## src/rtl/cnn_fixed_pkg.sv

```systemverilog
// Shared fixed-point definitions for the CNN datapath: default widths,
// output saturation limits, burst state encoding and the rounding shift.
package cnn_fixed_pkg;

  localparam int CNN_DW   = 8;
  localparam int CNN_FRAC = 8;
  localparam int CNN_OW   = 15;

  localparam logic signed [CNN_OW-1:0] SAT_MAX = {1'b0, {(CNN_OW-1){1'b1}}};
  localparam logic signed [CNN_OW-1:0] SAT_MIN = {1'b1, {(CNN_OW-1){1'b0}}};

  typedef enum logic {
    BURST_IDLE  = 1'b0,
    BURST_ACCUM = 1'b1
  } burst_state_e;

  // Round half up then arithmetic shift right; 64-bit so callers never overflow on the +half.
  function automatic logic signed [63:0] round_half_up_shr(input logic signed [63:0] v,
                                                          input int frac);
    logic signed [63:0] half;
    half = 64'sd1 <<< (frac - 1);
    return (v + half) >>> frac;
  endfunction

endpackage

```

## src/rtl/fixed_round_sat.sv

```systemverilog
// Combinational accumulator-to-output conversion: round half up, drop FRAC
// fractional bits, saturate to OW signed bits and flag any clipping.
module fixed_round_sat
  import cnn_fixed_pkg::*;
#(
  parameter int ACCW = 24,
  parameter int FRAC = CNN_FRAC,
  parameter int OW   = CNN_OW
) (
  input  logic signed [ACCW-1:0] acc_i,
  output logic signed [OW-1:0]   res_o,
  output logic                   clip_o
);

  localparam logic signed [63:0] OUT_MAX = (64'sd1 <<< (OW - 1)) - 64'sd1;
  localparam logic signed [63:0] OUT_MIN = -(64'sd1 <<< (OW - 1));

  function automatic logic signed [OW-1:0] sat_ow(input logic signed [63:0] v,
                                                 output logic clip);
    clip = 1'b1;
    if (v > OUT_MAX) return OUT_MAX[OW-1:0];
    if (v < OUT_MIN) return OUT_MIN[OW-1:0];
    clip = 1'b0;
    return v[OW-1:0];
  endfunction

  logic signed [63:0] shifted;

  // Round/shift the widened accumulator, then clip into the output range.
  always_comb begin
    shifted = round_half_up_shr(64'(acc_i), FRAC);
    res_o   = sat_ow(shifted, clip_o);
  end

endmodule

```

## src/rtl/fixed_mac_pipe.sv

```systemverilog
// Pipelined signed fixed-point MAC: LANES products per beat, summed and
// accumulated over a first..last burst, emitted rounded and saturated.
// A single global stall (output held, not taken) freezes every stage.
module fixed_mac_pipe
  import cnn_fixed_pkg::*;
#(
  parameter int DW    = CNN_DW,
  parameter int LANES = 4,
  parameter int FRAC  = CNN_FRAC,
  parameter int ACCW  = 24,
  parameter int OW    = CNN_OW
) (
  input  logic                   clk,
  input  logic                   reset,
  input  logic                   in_valid,
  output logic                   in_ready,
  input  logic                   in_first,
  input  logic                   in_last,
  input  logic [LANES*DW-1:0]    in_a,
  input  logic [LANES*DW-1:0]    in_b,
  output logic                   out_valid,
  input  logic                   out_ready,
  output logic signed [OW-1:0]   out_data,
  output logic                   out_sat,
  output logic                   busy
);

  localparam int PW     = 2 * DW;
  localparam int LEVELS = $clog2(LANES);
  localparam int NODES  = 2 * LANES - 1;

  localparam logic signed [ACCW-1:0] ACC_MAX = {1'b0, {(ACCW-1){1'b1}}};
  localparam logic signed [ACCW-1:0] ACC_MIN = {1'b1, {(ACCW-1){1'b0}}};

  // Two's-complement add that clamps to the accumulator range instead of wrapping.
  function automatic logic signed [ACCW-1:0] acc_sat_add(input logic signed [ACCW-1:0] a,
                                                        input logic signed [ACCW-1:0] b,
                                                        output logic ovf);
    logic signed [ACCW:0] wide;
    wide = {a[ACCW-1], a} + {b[ACCW-1], b};
    ovf  = wide[ACCW] ^ wide[ACCW-1];
    if (!ovf) return wide[ACCW-1:0];
    return wide[ACCW] ? ACC_MIN : ACC_MAX;
  endfunction

  logic stall, adv, accept;

  logic                 vld_p1_q, vld_p1_d, first_p1_q, first_p1_d, last_p1_q, last_p1_d;
  logic signed [PW-1:0] prod_p1_q [LANES];
  logic signed [PW-1:0] prod_p1_d [LANES];

  logic                   vld_p2_q, vld_p2_d, first_p2_q, first_p2_d, last_p2_q, last_p2_d;
  logic signed [ACCW-1:0] sum_p2_q, sum_p2_d;

  logic signed [ACCW-1:0] acc_q, acc_d, acc_base, acc_sum;
  logic                   ovf_q, ovf_d, ovf_base, add_ovf;
  logic                   vld_p3_q, vld_p3_d, ovf_p3_q, ovf_p3_d;
  logic signed [ACCW-1:0] res_p3_q, res_p3_d;

  logic                 out_valid_q, out_valid_d, out_sat_q, out_sat_d;
  logic signed [OW-1:0] out_data_q, out_data_d, rs_data;
  logic                 rs_clip;

  burst_state_e state_q, state_d;

  logic signed [ACCW-1:0] tree [NODES];

  assign stall    = out_valid_q & ~out_ready;
  assign adv      = ~stall;
  assign in_ready = reset & adv;
  assign accept   = in_valid & in_ready;

  assign out_valid = out_valid_q;
  assign out_data  = out_data_q;
  assign out_sat   = out_sat_q;
  assign busy      = vld_p1_q | vld_p2_q | vld_p3_q | out_valid_q | (state_q == BURST_ACCUM);

  // Adder tree: leaves are sign-extended products, each level halves the node count.
  for (genvar i = 0; i < LANES; i++) begin : g_leaf
    assign tree[i] = ACCW'(prod_p1_q[i]);
  end
  for (genvar l = 0; l < LEVELS; l++) begin : g_lvl
    localparam int SRC = 2 * LANES - 2 * (LANES >> l);
    localparam int DST = 2 * LANES - 2 * (LANES >> (l + 1));
    for (genvar j = 0; j < (LANES >> (l + 1)); j++) begin : g_node
      assign tree[DST + j] = tree[SRC + 2*j] + tree[SRC + 2*j + 1];
    end
  end

  // S1: capture the accepted beat as LANES full-width products.
  always_comb begin
    vld_p1_d   = vld_p1_q;
    first_p1_d = first_p1_q;
    last_p1_d  = last_p1_q;
    prod_p1_d  = prod_p1_q;
    if (adv) begin
      vld_p1_d   = accept;
      first_p1_d = in_first;
      last_p1_d  = in_last;
      for (int i = 0; i < LANES; i++) begin
        prod_p1_d[i] = PW'($signed(in_a[i*DW +: DW])) * PW'($signed(in_b[i*DW +: DW]));
      end
    end
  end

  // S2: register the adder-tree root.
  always_comb begin
    vld_p2_d   = vld_p2_q;
    first_p2_d = first_p2_q;
    last_p2_d  = last_p2_q;
    sum_p2_d   = sum_p2_q;
    if (adv) begin
      vld_p2_d   = vld_p1_q;
      first_p2_d = first_p1_q;
      last_p2_d  = last_p1_q;
      sum_p2_d   = tree[NODES-1];
    end
  end

  // S3: saturating accumulate; a last beat hands the total to S4 and clears acc/ovf.
  always_comb begin
    acc_base = first_p2_q ? '0 : acc_q;
    ovf_base = first_p2_q ? 1'b0 : ovf_q;
    acc_sum  = acc_sat_add(acc_base, sum_p2_q, add_ovf);
    acc_d    = acc_q;
    ovf_d    = ovf_q;
    vld_p3_d = vld_p3_q;
    res_p3_d = res_p3_q;
    ovf_p3_d = ovf_p3_q;
    if (adv) begin
      vld_p3_d = vld_p2_q & last_p2_q;
      res_p3_d = acc_sum;
      ovf_p3_d = ovf_base | add_ovf;
      if (vld_p2_q) begin
        acc_d = last_p2_q ? '0 : acc_sum;
        ovf_d = last_p2_q ? 1'b0 : (ovf_base | add_ovf);
      end
    end
  end

  fixed_round_sat #(
    .ACCW (ACCW),
    .FRAC (FRAC),
    .OW   (OW)
  ) u_round_sat (
    .acc_i  (res_p3_q),
    .res_o  (rs_data),
    .clip_o (rs_clip)
  );

  // S4: output register, held while the consumer stalls.
  always_comb begin
    out_valid_d = out_valid_q;
    out_data_d  = out_data_q;
    out_sat_d   = out_sat_q;
    if (adv) begin
      out_valid_d = vld_p3_q;
      if (vld_p3_q) begin
        out_data_d = rs_data;
        out_sat_d  = rs_clip | ovf_p3_q;
      end
    end
  end

  // Burst tracking on accepted beats; first&last stays IDLE.
  always_comb begin
    state_d = state_q;
    if (accept) begin
      if (in_last)       state_d = BURST_IDLE;
      else if (in_first) state_d = BURST_ACCUM;
    end
  end

  // Control and architecturally visible state, cleared by reset.
  always_ff @(posedge clk or negedge reset) begin
    if (!reset) begin
      vld_p1_q    <= 1'b0;
      first_p1_q  <= 1'b0;
      last_p1_q   <= 1'b0;
      vld_p2_q    <= 1'b0;
      first_p2_q  <= 1'b0;
      last_p2_q   <= 1'b0;
      vld_p3_q    <= 1'b0;
      acc_q       <= '0;
      ovf_q       <= 1'b0;
      out_valid_q <= 1'b0;
      out_data_q  <= '0;
      out_sat_q   <= 1'b0;
      state_q     <= BURST_IDLE;
    end else begin
      vld_p1_q    <= vld_p1_d;
      first_p1_q  <= first_p1_d;
      last_p1_q   <= last_p1_d;
      vld_p2_q    <= vld_p2_d;
      first_p2_q  <= first_p2_d;
      last_p2_q   <= last_p2_d;
      vld_p3_q    <= vld_p3_d;
      acc_q       <= acc_d;
      ovf_q       <= ovf_d;
      out_valid_q <= out_valid_d;
      out_data_q  <= out_data_d;
      out_sat_q   <= out_sat_d;
      state_q     <= state_d;
    end
  end

  // Pipeline data registers; only meaningful alongside their valid bits.
  always_ff @(posedge clk) begin
    prod_p1_q <= prod_p1_d;
    sum_p2_q  <= sum_p2_d;
    res_p3_q  <= res_p3_d;
    ovf_p3_q  <= ovf_p3_d;
  end

endmodule
```

## config.mk

```make
export PLATFORM = sky130hd
export DESIGN_NAME = fixed_mac_pipe
export DESIGN_NICKNAME = d
export VERILOG_FILES = /design/src/rtl/cnn_fixed_pkg.sv /design/src/rtl/fixed_round_sat.sv /design/src/rtl/fixed_mac_pipe.sv
export SDC_FILE = /design/constraint.sdc
export NUM_CORES = 1
export LEC_CHECK = 0
export ABC_AREA = 1
export CAP_MARGIN = 20
export CORE_ASPECT_RATIO = 1.2
export CORE_MARGIN = 2
export CORE_UTILIZATION = 65
export DETAILED_ROUTE_END_ITERATION = 12
export PLACE_DENSITY_LB_ADDON = 0.15
export SLEW_MARGIN = 5
export SYNTH_ARGS = -nofsm -noshare
export SYNTH_HDL_FRONTEND = slang
export SYNTH_HIERARCHICAL = 1
export SYNTH_SLANG_ARGS = --single-unit
```

## constraint.sdc

```tcl
create_clock -name clk -period 6.5 [get_ports clk]
set_input_delay 1.95 -clock clk [delete_from_list [all_inputs] [get_ports clk]]
set_output_delay 1.95 -clock clk [all_outputs]
set_load 0.01 [all_outputs]
```

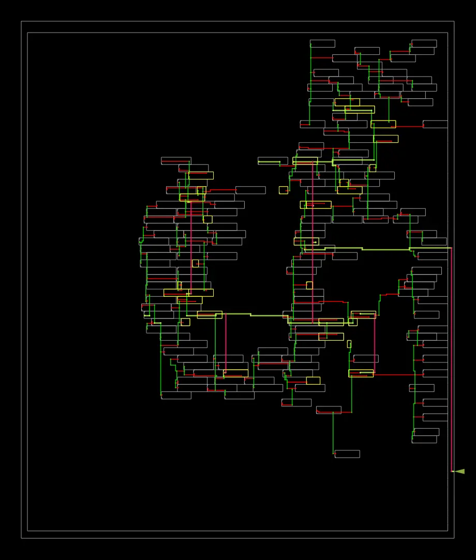
clock_nets.png
clk_skew: 16.8 ps
clock sink count: 150
Clk. pwr: 0.973 mW
sequential cell count: 150

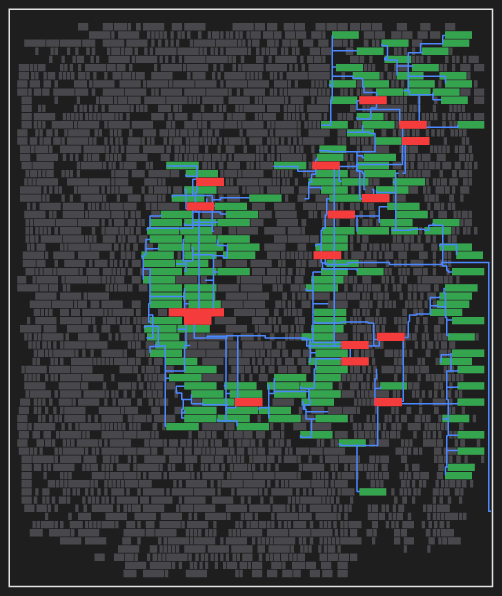
clock_wires.png
(3 px per micron)
Blue is clock wires, length 1840 microns. Red is clock-net drivers, count 17. Green is flip-flops, count 150.
There are 18 routed clock nets.

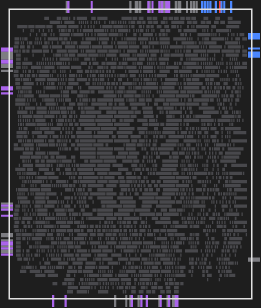
pinout.png
(1.5 px per micron) Pins as bars across the die edge, other pins in grey.
Purple is `in_a`, pins 32, direction input, edge 14 left, 9 bottom, 9 top. Blue is `out_data`, pins 15, direction output, edge 8 top, 7 right. Red is `out_sat`, pins 1, direction output, edge top.
All pins by edge: 34 top, 29 left, 17 bottom, 9 right.

-- through the flow --
stage               setup TNS (ps)  utilization  worst slack (ps)  std cells  area [sq um]
CTS                              0        0.733               380       2812         21100
global route                     0        0.733               123       2813         21200
detailed placement            -150        0.713             -52.9       2780         20600
finish                           0        0.733               330       2813         21200
floorplan                        0            -               399       2327         19100
global placement            -0.712        0.713            -0.712       2780         20600
-- area by class of cell --
cell class	instances	area (sq um)	share of cell area
Inverter	627	2360	0.111
Timing Repair Buffer	143	1300	0.0613
Sequential cell	150	4250	0.201
Clock inverter	11	108	0.00509
Clock buffer	21	472	0.0223
Multi-Input combinational cell	1476	12200	0.576
Tap cell	385	482	0.0228
-- sequential cells by signal, summed over array words and instances, names as in the netlist --
name,count
acc_q,24
first_p1_q,1
first_p2_q,1
last_p1_q,1
last_p2_q,1
out_data,15
out_sat,1
out_valid,1
ovf_p3_q,1
ovf_q,1
prod_p1_q,64
res_p3_q,17
state_q,1
sum_p2_q,18
vld_p1_q,1
vld_p2_q,1
vld_p3_q,1
-- worst max-delay path: cells and delay by family --
kind                     cells  cell delay [ps]
AND-OR/OR-AND                2              200
XOR/XNOR                     1              180
AND/OR/NAND/NOR              4              450
adder cells (fa/ha/maj)      5             2580
buffers and inverters        6              960
-- cell usage in the layout, fill, tap and decap left out, types with 11 or more instances in the layout --
master and n:
clkdlybuf4s50_1 87, buf_4 54, nand2_2 40, edfxtp_1 100
nand3_1 37, a21oi_1 75, inv_1 625, fa_1 254
o21ai_1 13, nand2_1 555, xnor2_1 42, xor2_1 70
nand4_1 17, nor3_1 11, dfrtp_1 50, clkbuf_16 18
ha_1 158, nor2_1 104, o21ai_0 45
==> flow_summary.toml <==
# yosys + openroad results
[status]
outcome = "finished clean"

[routing]
wl_per_cell_microns = 14.4
vias_per_cell = 5.15
dr.pass1.iters = 5
met1_length_microns = 15400
wl_microns = 40600
num_vias = 14496
met3_length_microns = 1260
drc_errors = 0

[power]
seq_power_mw = 2.34
p_comb_frac = 0.717
power_density_mw_per_mm2 = 553
comb_cell_power_mw = 8.39
p_seq_frac = 0.200
ir_drop_mv = 0.530
swShare = 0.495
clkPwrFrac = 0.083
p_int_mw = 5.91
power_mw = 11.7
switching_power_mw = 5.80

[final_timing]
max_freq_mhz = 162
slew_viol_final = 0
tightest_slew_ps = 965
rsz0062_at_grt = "no"
fin_crit_sh = 0.949
hold_viol = 0
hold_ws_ps = 471
slew_headroom = 0.356
setup_viol = 0
min_period_ps = 6170

[setup_path]
start_kind = "primary input"
worstPathArrival_ps = 6340
critical_path_class = "in -> reg"
cpPeakStageDelay_ps = 620
r2r-end = "res_p3_q[13]"
critPathMaxFanout = 8
startpoint = "in_b[28]"
cp_common_cell = "inv_1"
r2r-start = "first_p2_q"
crit_chain = "clkdlybuf4s50_1, nand2_1, inv_1, fa_1, inv_1, fa_1, inv_1, fa_1, inv_1, fa_1, inv_1, ha_1, nand2_1, nor2_1, nand2_1, o211ai_1, a31oi_1, xor2_1"
reg2reg_depth = 16
worstSetupEndpointType = "flop"
r2r_slack_ps = 2870
cp.required_ps = 6670
crit_path_end = "prod_p1_q[15]"
crit_slowest_cell = "fa_1"

[global_route]
grt_use_met1 = 0.310
grt-ovfl-total = 0
grt_util_all_layers = 0.280
grt.met2_usage = 0.549
grt_max_degree = 72
grt_busiest_layer = "met2"
grt_pass1_wl_microns = 68800
grt_pass1_vias = 15026
antenna_found_initial = 0

[floorplanning]
rows = 68
die_height_microns = 192
coreArea_sq_mm = 0.0288
die-area_sq_mm = 0.0308
ioPinCount = 89

[layout]
antenna-diode-count = 0
syn_to_final_growth_pct = 10.6
drive_above_1_share = 0.0605

[logic_synthesis]
syn_area_per_cell_sq_um = 8.22
synth_warnings = 6
netlist_area_sq_mm = 0.0191
synth_cells = 2327

[cts]
cts_hold_buf = 0
cts_tree = "built"
cts_max_level = 4
post-cts-setup-buffers = 0
clk_latency_ps = 430
clk_path_buf_depth = 2
path_clk_slew_ps = 60
cts_resized = 0
cts_buffers = 17
cts_root_buffer = "clkbuf_16"

[run]
warnings = 26

[worst_hold_path]
whs_path_depth = 2
worst_hold_path_type = "reg -> reg"
holdCritStartpoint = "out_data[11]"

[place]
dp_hpwl_microns = 34000
place.port_buffers = 88
Power is estimated from default activity; no workload was simulated.
